run_1/closeup.png
Region (83, 83) to (108, 108) um. Cells in gray, sequential cells in the stronger gray; small squares are vias.
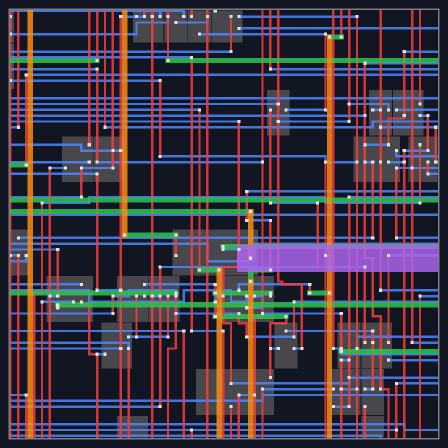
run_1/ff_map.png
Drawn at 2 px/um. Other sequential cells in the stronger gray, the rest of the logic in the fainter gray.
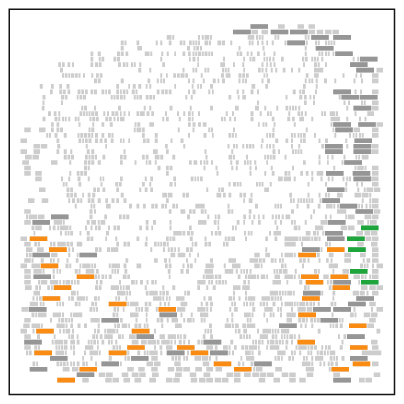
run_1/sizing.png
Drawn at 2 px/um.
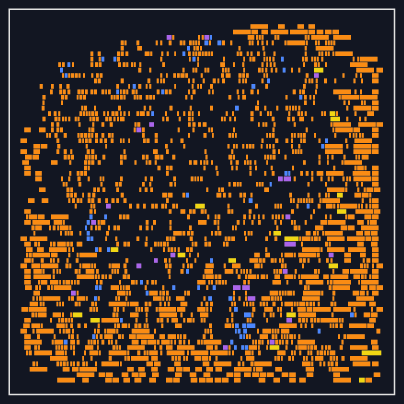
[config.mk]
export PLATFORM = sky130hd
export DESIGN_NAME = ex_stage
export DESIGN_NICKNAME = d
export VERILOG_FILES = /design/src/rtl/ex_stage_pkg.sv /design/src/rtl/ex_alu.sv /design/src/rtl/ex_stage.sv
export SDC_FILE = /design/constraint.sdc
export NUM_CORES = 1
export LEC_CHECK = 0
export ABC_AREA = 1
export CORE_MARGIN = 5
export CORE_UTILIZATION = 30
export CTS_BUF_LIST = sky130_fd_sc_hd__clkbuf_8
export DETAILED_ROUTE_END_ITERATION = 6
export GPL_TIMING_DRIVEN = 0
export SKIP_CTS_REPAIR_TIMING = 1
export SLEW_MARGIN = 15
export SYNTH_ARGS = -nofsm -noshare
export SYNTH_HDL_FRONTEND = slang
export SYNTH_SLANG_ARGS = --single-unit
[constraint.sdc]
create_clock -name clk -period 4.1 [get_ports clk]
set_input_delay 0.82 -clock clk [delete_from_list [all_inputs] [get_ports clk]]
set_output_delay 0.82 -clock clk [all_outputs]
set_load 0.01 [all_outputs]
[src/rtl/ex_stage_pkg.sv]
// Shared EX/ID definitions: bus widths, operation class and subop codes.
// Also provides the GPR-write decode used by the EX stage control.
package ex_stage_pkg;

  localparam int unsigned EX_OP_W    = 8;
  localparam int unsigned WORD_W     = 32;
  localparam int unsigned REG_ADDR_W = 5;

  typedef logic [EX_OP_W-1:0]    ex_op_bus_t;
  typedef logic [WORD_W-1:0]     word_bus_t;
  typedef logic [REG_ADDR_W-1:0] reg_addr_bus_t;

  localparam reg_addr_bus_t REG_ZERO = '0;

  typedef enum logic [3:0] {
    CLS_SPECIAL = 4'h0,
    CLS_LOGIC   = 4'h1
  } ex_class_e;

  typedef enum logic [3:0] {
    SUB_AND    = 4'h0,
    SUB_OR     = 4'h1,
    SUB_XOR    = 4'h2,
    SUB_NOR    = 4'h3,
    SUB_SLL    = 4'h4,
    SUB_SRL    = 4'h5,
    SUB_SRA    = 4'h6,
    SUB_LUI    = 4'h7,
    SUB_FROMHI = 4'h8,
    SUB_FROMLO = 4'h9,
    SUB_TOHI   = 4'hA,
    SUB_TOLO   = 4'hB
  } ex_subop_e;

  localparam logic [3:0] SUB_NOP = 4'h0;

  // Every defined LOGIC subop up to FROMLO produces a GPR result.
  function automatic logic writes_gpr(input ex_op_bus_t op);
    return (op[7:4] == CLS_LOGIC) && (op[3:0] <= SUB_FROMLO);
  endfunction

endpackage

[src/rtl/ex_alu.sv]
// Purely combinational EX datapath: logic, shifts, LUI and HI/LO moves.
// Undefined classes or subops yield a zero result with no side effects.
module ex_alu
  import ex_stage_pkg::*;
(
  input  logic [EX_OP_W-1:0] i_exop,
  input  logic [WORD_W-1:0]  i_left,
  input  logic [WORD_W-1:0]  i_right,
  input  logic [WORD_W-1:0]  i_hi,
  input  logic [WORD_W-1:0]  i_lo,
  output logic [WORD_W-1:0]  o_result,
  output logic               o_writes_gpr,
  output logic               o_hi_we,
  output logic               o_lo_we
);

  logic [4:0] w_shamt;

  assign w_shamt      = i_left[4:0];
  assign o_writes_gpr = writes_gpr(i_exop);

  always_comb begin
    o_result = '0;
    o_hi_we  = 1'b0;
    o_lo_we  = 1'b0;
    if (i_exop[7:4] == CLS_LOGIC) begin
      case (i_exop[3:0])
        SUB_AND:    o_result = i_left & i_right;
        SUB_OR:     o_result = i_left | i_right;
        SUB_XOR:    o_result = i_left ^ i_right;
        SUB_NOR:    o_result = ~(i_left | i_right);
        SUB_SLL:    o_result = i_right << w_shamt;
        SUB_SRL:    o_result = i_right >> w_shamt;
        SUB_SRA:    o_result = word_bus_t'($signed(i_right) >>> w_shamt);
        SUB_LUI:    o_result = {i_right[15:0], 16'h0000};
        SUB_FROMHI: o_result = i_hi;
        SUB_FROMLO: o_result = i_lo;
        SUB_TOHI:   o_hi_we  = 1'b1;
        SUB_TOLO:   o_lo_we  = 1'b1;
        default:    o_result = '0;
      endcase
    end
  end

endmodule

[src/rtl/ex_stage.sv]
// EX pipeline stage: registers the ALU result with one-cycle latency and owns HI/LO.
// Flush beats stall; a stalled stage holds every register including HI/LO.
module ex_stage
  import ex_stage_pkg::*;
(
  input  logic                  clk,
  input  logic                  rst,
  input  logic                  i_valid,
  input  logic [EX_OP_W-1:0]    i_exop,
  input  logic [WORD_W-1:0]     i_srcLeft,
  input  logic [WORD_W-1:0]     i_srcRight,
  input  logic [REG_ADDR_W-1:0] i_dest,
  input  logic                  i_stall,
  input  logic                  i_flush,
  output logic                  o_valid,
  output logic                  o_writeEnable,
  output logic [REG_ADDR_W-1:0] o_dest,
  output logic [WORD_W-1:0]     o_result,
  output logic [WORD_W-1:0]     o_hi,
  output logic [WORD_W-1:0]     o_lo
);

  logic                  r_valid;
  logic                  r_we;
  logic [REG_ADDR_W-1:0] r_dest;
  logic [WORD_W-1:0]     r_result;
  logic [WORD_W-1:0]     r_hi;
  logic [WORD_W-1:0]     r_lo;

  logic [WORD_W-1:0]     w_result;
  logic                  w_writes_gpr;
  logic                  w_hi_we;
  logic                  w_lo_we;
  logic                  w_accept;

  ex_alu u_alu (
    .i_exop       (i_exop),
    .i_left       (i_srcLeft),
    .i_right      (i_srcRight),
    .i_hi         (r_hi),
    .i_lo         (r_lo),
    .o_result     (w_result),
    .o_writes_gpr (w_writes_gpr),
    .o_hi_we      (w_hi_we),
    .o_lo_we      (w_lo_we)
  );

  // A real instruction that is neither stalled nor flushed this edge.
  assign w_accept = i_valid && !i_stall && !i_flush;

  always_ff @(posedge clk or posedge rst) begin
    if (rst) begin
      r_valid  <= 1'b0;
      r_we     <= 1'b0;
      r_dest   <= '0;
      r_result <= '0;
      r_hi     <= '0;
      r_lo     <= '0;
    end else if (i_flush) begin
      r_valid  <= 1'b0;
      r_we     <= 1'b0;
      r_dest   <= '0;
      r_result <= '0;
    end else if (!i_stall) begin
      r_valid  <= i_valid;
      r_we     <= i_valid && w_writes_gpr && (i_dest != REG_ZERO);
      r_dest   <= i_dest;
      r_result <= w_result;
      if (w_accept && w_hi_we) r_hi <= i_srcLeft;
      if (w_accept && w_lo_we) r_lo <= i_srcLeft;
    end
  end

  assign o_valid       = r_valid;
  assign o_writeEnable = r_we;
  assign o_dest        = r_dest;
  assign o_result      = r_result;
  assign o_hi          = r_hi;
  assign o_lo          = r_lo;

endmodule

==> run_results.csv, run 1 <==
group,metric,value,unit
outcome,outcome,"complete, no violations",
finish,final_cell_mix,"nand2_1, nand3_1, clkdlybuf4s50_1, dfrtp_1, o21ai_0",
final_timing,max_slew.worst_pin.slew,0.9452,ns
global_routing,first_global_vias,12080,
critical_path,setup.worst_path.class,"in -> reg",
yosys,area_of_the_synthesized_netlist_per_yosys_stat,0.009923,mm^2
critical_path,worstSetupEndpointType,"flop",
place,place.detailed.hpwl,48.46,mm
clock_tree,cts-buffers-inserted,9,
global_routing,grt_util_met2,0.4814,
global_routing,track_usage,0.3231,
place,place_inst,2260,
global_routing,grt_max_degree,62,
yosys,synth.avg_cell_area,6.073,um^2
finish,final_instance_count_without_filler_cells,2276,
critical_path,worst_setup_path_endpoint,"o_result[6]",
critical_path,crit_required,4.42,ns
routing,met1Wirelength,26.62,mm
critical_path,worst_r2r_startpoint,"o_hi[19]",
worst_hold_path,hold_path.class,"reg -> reg",
floorplanning,chipHeight,191.9,um
yosys,synth_nets,1782,
clock_tree,htree_levels,3,
clock_tree,cts_root_buffer,"clkbuf_8",
global_routing,use_met3,0.07688,
final_timing,clock_skew,0.02796,ns
floorplanning,chip_area,0.03681,mm^2
Back to the opening pictures, closeup.png:
legend:
  purple:
    layer: M5
  red:
    layer: M2
  green:
    layer: M3
  orange:
    layer: M4
  blue:
    layer: M1
cells with their middle in the window: 25
most frequent: nand3_1 (8), nand2_1 (7)
sequential cells in the window: 0

Back to the opening pictures, ff_map.png:
legend:
  orange:
    signal: o_lo
    placed_flops: 32
  green:
    signal: o_dest
    placed_flops: 5
not colored: 66

Back to the opening pictures, sizing.png:
legend:
  purple:
    size: x3 and x4
    cells: 23
    most_used: buf_4
  orange:
    size: x1 and smaller
    cells: 1,724
    most_used: nand2_1
  yellow:
    size: x6 and larger
    cells: 18
    most_used: clkbuf_8
  blue:
    size: x2
    cells: 69
    most_used: buf_2

-- run 1: critical path, cell delays in order --
cell and delay [ns]:
clkdlybuf4s50_1 0.56, buf_6 0.21, inv_4 0.08, buf_4 0.20
ha_1 0.20, o21ai_0 0.65, o21ai_1 0.34, a21oi_1 0.43
nand3_1 0.19, nand2_1 0.11, nand2_1 0.05
-- run 1: cell families after synthesis --
family,Yosys count,share of synthesized area
compound gates,201,0.1132
fa+ha+maj,66,0.08322
buf+inv,200,0.08952
flops,103,0.2597
simple gates,1064,0.4543
-- run 1: power groups by stage --
| stage | Combinational, mW | Sequential [mW] | Clock [mW] |
|---|---|---|---|
| 3_5_place_dp | 0.918 | 1.06 | 0 |
| 6_report | 0.950 | 1.04 | 0.645 |
| 4_1_cts | 0.922 | 1.04 | 0.663 |
| 5_1_grt | 1.01 | 1.04 | 0.692 |
| 2_1_floorplan | 0.457 | 1.06 | 0 |
| 3_3_place_gp | 0.922 | 1.06 | 0 |
-- run 1: Yosys cell counts, types with 4 or more instances --
cell	number
a21oi_1	28
a22o_1	12
buf_1	4
buf_2	48
buf_4	12
buf_6	4
clkbuf_1	26
dfrtp_1	103
ha_1	66
inv_1	99
inv_2	6
nand2_1	663
nand3_1	282
nand4_1	12
nor2_1	72
nor2_2	8
nor3_1	9
o211ai_1	19
o21ai_0	99
o21ai_1	34
-- run 1: final cells by class --
class | count | area, um^2
Buffer | 94 | 488.0
Multi-Input combinational cell | 1331 | 6457
Timing Repair Buffer | 184 | 1859
Inverter | 106 | 405.4
Tap cell | 442 | 553.0
Clock buffer | 9 | 123.9
Fill cell | 3626 | 20100
Clock inverter | 7 | 56.30
Sequential cell | 103 | 2577
--- run 2 (diff from run 1) ---
==> constraint.sdc (replaced) <==
create_clock -name clk -period 4.3 [get_ports clk]
set_input_delay 0.86 -clock clk [delete_from_list [all_inputs] [get_ports clk]]
set_output_delay 0.86 -clock clk [all_outputs]
set_load 0.01 [all_outputs]
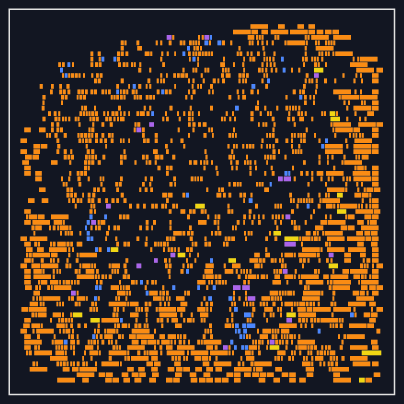
run_2/sizing.png
Drawn at 2 px/um.
legend:
  purple:
    size: x3 and x4
    cells: 23
    most_used: buf_4
  blue:
    size: x2
    cells: 69
    most_used: buf_2
  yellow:
    size: x6 and larger
    cells: 18
    most_used: clkbuf_8
  orange:
    size: x1 and smaller
    cells: 1,724
    most_used: nand2_1

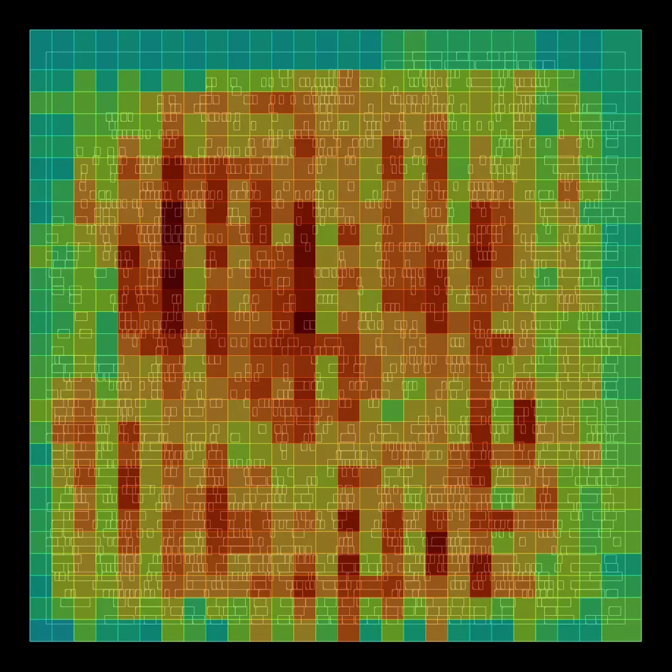
run_2/congestion_map.png
global routing met2 resource utilization: 0.4814
fraction of the core area covered by cells at the end of the flow: 0.3839
final routed wire length divided by cell count: 26.49 um
total global routing track utilization: 0.3231

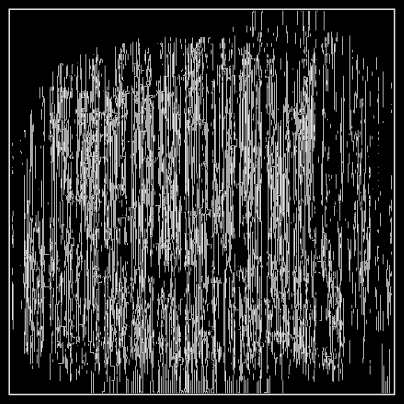
run_2/m2.png
Drawn at 2 px/um.
share of all routed wire: 42%
nets with wire on the layer: 1,524
main direction: vertical
Final Routed Wirelength: 60.28 mm
via count: 12,680

==> run_results.csv, run 2 <==
group,metric,value,unit
critical_path,worst-path-buf-inv,4,
critical_path,setup.worst_path.class,"in -> reg",
critical_path,worst_r2r_startpoint,"o_hi[19]",
final_timing,clock_skew,0.02796,ns
critical_path,worstSetupEndpointType,"flop",
finish,layout.filler_cells,3626,
yosys,netlist.area_leader.share,0.2597,
final_timing,max_slew.worst_pin.slew,0.9452,ns
finish,final_cell_mix,"nand2_1, nand3_1, clkdlybuf4s50_1, dfrtp_1, o21ai_0",
routing,antenna_left,0,
critical_path,crit_top_cell,"nand2_1",
floorplanning,chipHeight,191.9,um
outcome,outcome,"complete, no violations",
global_routing,grt_antenna_before_repair,5,
floorplanning,floorplan.core_area,0.03262,mm^2
yosys,mappedNetlistArea,0.009923,mm^2
yosys,yosys-top-cells-count,"nand2_1, nand3_1, dfrtp_1",
yosys,synth_nets,1782,
final_timing,max_slew_margin,0.3632,
place,place.detailed.hpwl,48.46,mm
finish,syn_to_final_growth,26.18,%
finish,final_instance_count_without_filler_cells,2276,
clock_tree,htree_levels,3,
clock_tree,cts-buffers-inserted,9,
clock_tree,cts_root_buffer,"clkbuf_8",
critical_path,ff2ff_setup_slack,2.44,ns
power_and_ir_drop,p_switching,1.048,mW
critical_path,crit_required,4.62,ns
yosys,area_of_the_synthesized_netlist_per_yosys_stat,0.009923,mm^2
critical_path,slowest_delay,0.65,ns
floorplanning,chip_area,0.03681,mm^2
critical_path,critical_path_cell_list,"clkdlybuf4s50_1 -> buf_6 -> inv_4 -> buf_4 -> ha_1 -> o21ai_0 -> o21ai_1 -> a21oi_1 -> nand3_1 -> nand2_1 -> nand2_1",
worst_hold_path,hold_path.class,"reg -> reg",
critical_path,crit_path_max_delay_family,"AND-OR/OR-AND gates",
critical_path,start_kind,"input pin",
critical_path,worst-endpoint-arrival,3.90,ns
place,place_inst,2260,
global_routing,grt_max_degree,62,
floorplanning,io-pin-count,185,
run 2: cell counts after synthesis:
No cell type changed its count.
run 2: cell families (layout without fill, tap and decap cells):
logic type                 Yosys count  count (layout)  share of synthesized area
and+or+nand+nor                   1064            1064                     0.4543
AOI/OAI and AO/OA                  201             201                     0.1132
buffers and inverters              200             400                    0.08952
DFF                                103             103                     0.2597
adders and majority gates           66              66                    0.08322
run 2: worst max path at each step:
stage,cells after the start,end
final,11,o_result[6]
after global routing,10,o_result[19]
after CTS,11,o_result[6]
after detailed placement,11,o_result[6]
after global placement,2,o_hi[21]
after floorplan,1,o_dest[0]
run 2: area by class of cell:
type / count / area (um^2) / area share
clock inverter: 7 / 56.30 / 0.004497
buffer: 94 / 488.0 / 0.03897
sequential: 103 / 2577 / 0.2059
tap: 442 / 553.0 / 0.04417
multi-input combinational: 1331 / 6457 / 0.5157
inverter: 106 / 405.4 / 0.03238
timing repair buffer: 184 / 1859 / 0.1485
clock buffer: 9 / 123.9 / 0.009893
run 2: routing by layer:
metal	up-vias	track usage	routed length (um)	part of all wire
met1	6092	0.4505	26620	0.44
met3	137	0.07688	5527	0.092
met5	-	0	75	0.0012
met2	691	0.4814	25260	0.42
li1	5748	-	-	-
met4	10	0.1273	2794	0.046
run 2: through the flow:
step	instance area [um^2]	power, mW
global placement	12310	1.890
CTS	12520	2.503
floorplan	9923	1.451
detailed placement	12340	1.886
global route	12520	2.615
finish	12520	2.513
run 2: power groups by stage:
stage,clock [mW],combinational [mW],sequential (mW)
finish,0.615,0.906,0.992
global route,0.660,0.960,0.994
CTS,0.632,0.879,0.992
detailed placement,0,0.875,1.01
global placement,0,0.879,1.01
floorplan,0,0.436,1.01
run 2: tightest hold or removal path: stages (launching register included):
cell and delay (ns):
dfrtp_1 0.35, nand2_1 0.05, nand2_1 0.05
Power is estimated from default activity; no workload was simulated.
